==> src/rtl/dmem_arbiter.sv <==
`default_nettype none
// ============================================================================
// Module   : dmem_arbiter
// Purpose  : Round-robin arbiter/sequencer sharing one datamem port between
//            single accesses (port 0) and incrementing word bursts (port 1).
// Revision : 1.0 - initial release
// ============================================================================
module dmem_arbiter #(
    parameter int ADDR_W = 32,
    parameter int DATA_W = 32,
    parameter int LEN_W  = 4
) (
    input  logic              clk,
    input  logic              reset,
    input  logic              m0_req,
    input  logic              m0_we,
    input  logic [ADDR_W-1:0] m0_addr,
    input  logic [DATA_W-1:0] m0_wdata,
    input  logic [2:0]        m0_funct3,
    output logic              m0_gnt,
    output logic              m0_rvalid,
    output logic [DATA_W-1:0] m0_rdata,
    input  logic              m1_req,
    input  logic              m1_we,
    input  logic [ADDR_W-1:0] m1_addr,
    input  logic [DATA_W-1:0] m1_wdata,
    input  logic [2:0]        m1_funct3,
    input  logic [LEN_W-1:0]  m1_len,
    output logic              m1_gnt,
    output logic              m1_rvalid,
    output logic [DATA_W-1:0] m1_rdata,
    output logic              m1_done,
    output logic [ADDR_W-1:0] mem_addr,
    output logic [DATA_W-1:0] write_data_M,
    output logic [2:0]        funct3,
    output logic              write_en,
    output logic              read_en,
    input  logic [DATA_W-1:0] read_data
);

    localparam logic [1:0]       c_st_idle   = 2'd0;
    localparam logic [1:0]       c_st_acc0   = 2'd1;
    localparam logic [1:0]       c_st_burst1 = 2'd2;
    localparam logic [LEN_W-1:0] c_beat_one  = LEN_W'(1);

    logic [1:0]        r_state;
    logic [1:0]        w_state_nxt;
    logic              r_last;
    logic              r_we;
    logic [ADDR_W-1:0] r_addr;
    logic [DATA_W-1:0] r_wdata;
    logic [2:0]        r_funct3;
    logic [LEN_W-1:0]  r_len;
    logic [LEN_W-1:0]  r_beat;
    logic              r_m0_rvalid;
    logic [DATA_W-1:0] r_m0_rdata;
    logic              r_m1_rvalid;
    logic [DATA_W-1:0] r_m1_rdata;
    logic              r_m1_done;

    logic              w_pick0;
    logic              w_pick1;
    logic              w_last_beat;
    logic [ADDR_W-1:0] w_beat_off;
    logic [ADDR_W-1:0] w_beat_addr;

    // On a tie, r_last names the port served most recently; the other one wins.
    assign w_pick0     = m0_req && (!m1_req || r_last);
    assign w_pick1     = m1_req && !w_pick0;
    assign w_last_beat = (r_beat == r_len);
    assign w_beat_off  = {{(ADDR_W-LEN_W-2){1'b0}}, r_beat, 2'b00};
    assign w_beat_addr = r_addr + w_beat_off;

    assign m0_rvalid = r_m0_rvalid;
    assign m0_rdata  = r_m0_rdata;
    assign m1_rvalid = r_m1_rvalid;
    assign m1_rdata  = r_m1_rdata;
    assign m1_done   = r_m1_done;

    always_ff @(posedge clk or negedge reset) begin
        if (!reset) begin
            r_state <= c_st_idle;
        end else begin
            r_state <= w_state_nxt;
        end
    end

    always_comb begin
        w_state_nxt = r_state;
        case (r_state)
            c_st_idle: begin
                if (w_pick0) begin
                    w_state_nxt = c_st_acc0;
                end else if (w_pick1) begin
                    w_state_nxt = c_st_burst1;
                end
            end
            c_st_acc0:   w_state_nxt = c_st_idle;
            c_st_burst1: begin
                if (w_last_beat) begin
                    w_state_nxt = c_st_idle;
                end
            end
            default:     w_state_nxt = c_st_idle;
        endcase
    end

    always_comb begin
        m0_gnt       = 1'b0;
        m1_gnt       = 1'b0;
        mem_addr     = '0;
        write_data_M = '0;
        funct3       = 3'b000;
        write_en     = 1'b0;
        read_en      = 1'b0;
        case (r_state)
            c_st_acc0: begin
                m0_gnt       = 1'b1;
                mem_addr     = r_addr;
                funct3       = r_funct3;
                write_en     = r_we;
                read_en      = !r_we;
                write_data_M = r_we ? r_wdata : '0;
            end
            c_st_burst1: begin
                // Burst store data is taken live; the requester advances it per beat.
                m1_gnt       = 1'b1;
                mem_addr     = w_beat_addr;
                funct3       = r_funct3;
                write_en     = r_we;
                read_en      = !r_we;
                write_data_M = r_we ? m1_wdata : '0;
            end
            default: ;
        endcase
    end

    always_ff @(posedge clk or negedge reset) begin
        if (!reset) begin
            r_last      <= 1'b1;
            r_we        <= 1'b0;
            r_addr      <= '0;
            r_wdata     <= '0;
            r_funct3    <= 3'b000;
            r_len       <= '0;
            r_beat      <= '0;
            r_m0_rvalid <= 1'b0;
            r_m0_rdata  <= '0;
            r_m1_rvalid <= 1'b0;
            r_m1_rdata  <= '0;
            r_m1_done   <= 1'b0;
        end else begin
            r_m0_rvalid <= 1'b0;
            r_m1_rvalid <= 1'b0;
            r_m1_done   <= 1'b0;
            case (r_state)
                c_st_idle: begin
                    if (w_pick0) begin
                        r_we     <= m0_we;
                        r_addr   <= m0_addr;
                        r_funct3 <= m0_funct3;
                        r_wdata  <= m0_wdata;
                    end else if (w_pick1) begin
                        r_we     <= m1_we;
                        r_addr   <= m1_addr;
                        r_funct3 <= m1_funct3;
                        r_len    <= m1_len;
                        r_beat   <= '0;
                    end
                end
                c_st_acc0: begin
                    r_last <= 1'b0;
                    if (!r_we) begin
                        r_m0_rvalid <= 1'b1;
                        r_m0_rdata  <= read_data;
                    end
                end
                c_st_burst1: begin
                    r_beat <= r_beat + c_beat_one;
                    if (!r_we) begin
                        r_m1_rvalid <= 1'b1;
                        r_m1_rdata  <= read_data;
                    end
                    if (w_last_beat) begin
                        r_last    <= 1'b1;
                        r_m1_done <= 1'b1;
                    end
                end
                default: ;
            endcase
        end
    end

endmodule
`default_nettype wire

==> config.mk <==
export PLATFORM = sky130hd
export DESIGN_NAME = dmem_arbiter
export DESIGN_NICKNAME = d
export VERILOG_FILES = /design/src/rtl/dmem_arbiter.sv
export SDC_FILE = /design/constraint.sdc
export NUM_CORES = 1
export LEC_CHECK = 0
export ABC_AREA = 0
export CORE_MARGIN = 4
export CORE_UTILIZATION = 35
export CTS_CLUSTER_SIZE = 8
export DETAILED_ROUTE_END_ITERATION = 16
export GPL_ROUTABILITY_DRIVEN = 0
export MAX_ROUTING_LAYER = met4
export PLACE_DENSITY = 0.83
export SETUP_SLACK_MARGIN = 0.1
export SLEW_MARGIN = 20
export SYNTH_ARGS = -nofsm -noshare
export SYNTH_HDL_FRONTEND = slang
export SYNTH_SLANG_ARGS = --single-unit
==> constraint.sdc <==
create_clock -name clk -period 2.5 [get_ports clk]
set_clock_uncertainty 0.2 [all_clocks]
set_input_delay 0.25 -clock clk [delete_from_list [all_inputs] [get_ports clk]]
set_output_delay 0.25 -clock clk [all_outputs]
set_load 0.02 [all_outputs]
**The metal 1 layer**

Supply wires on this layer in gray.
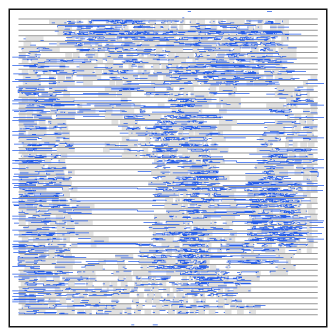
The layer holds 41% of the routed length. 1121 nets have wire on it. The layer carries 10700 microns of wire.
met1 usage in global routing: 26.0%
WL final: 25800 microns
Vias: 6966

**Clock routing**

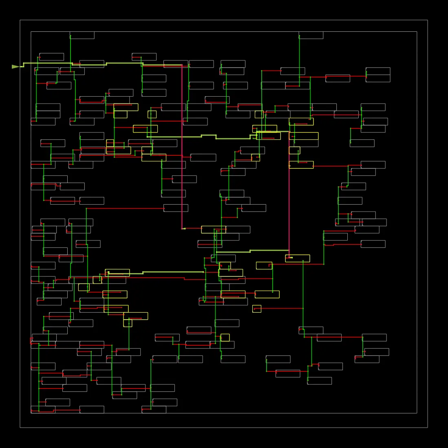
Worst-Skew Late Latency: 0.42 ns
clkbuf count: 18

==> flow_metrics.py <==
# Synthesis and PnR figures
metrics = {
    "outcome": {
        "outcome": "complete, but fails checks",
        "failed_checks": "setup timing",
    },
    "die": {
        "core-area_sq_um": 21000,
        "die_h_microns": 154,
        "nWellTaps": 275,
        "io_pins": 314,
    },
    "global_routing": {
        "top_usage_layer": "met2",
        "grtUsageMet3_pct": 6.22,
        "grt_max_degree": 73,
    },
    "final_layout": {
        "final_cells": 1356,
        "top_area_cell_class": "non-clock buffers",
        "final_util_pct": 60.3,
        "layout.nonclk_buf_share_pct": 31.9,
        "mostFrequentLayoutCell": "clkdlybuf4s50_1",
        "flop-count": 146,
        "num_antenna_cells": 0,
        "sh_comb_area_pct": 31.4,
        "final_nets": 1253,
    },
    "synth": {
        "enable_flop_cells": 0,
        "yosys_cells": 690,
        "logic_family": "multiplexers",
        "synth.distinct_cells": 51,
    },
    "worst_setup_path": {
        "rr_worst_depth": 8,
        "crit_buf_inv": 3,
        "reg2reg_slack_ns": 0.34,
        "crit_chain": "ha_2 > inv_2 > fa_2 > nor2b_2 > o31a_1 > buf_6 > nand4_1 > or3_4 > o21ai_4 > buf_6",
        "cp_slowest_cell": "or3_4",
        "crit_family": "simple AND/OR/NAND/NOR gates",
        "cp-end-kind": "output pin",
    },
    "timing": {
        "setup_viol": 27,
        "finalCriticalPeriod_ns": 3.00,
        "period_used_pct": 120,
        "fin_ws_ns": -0.500,
    },
    "cts": {
        "cts_buffers": 17,
        "hold_buffers": 1,
        "cts_buffer_depth": 2,
        "cts_root_buf": "clkbuf_16",
    },
    "drt": {
        "drtIter0Drc": 362,
        "drc": 0,
        "wl_met2_microns": 12800,
    },
    "power": {
        "total_power_mw": 15.9,
        "p_clk_mw": 2.61,
        "powerComb_mw": 8.97,
    },
}
Power and IR drop assume default switching activity.
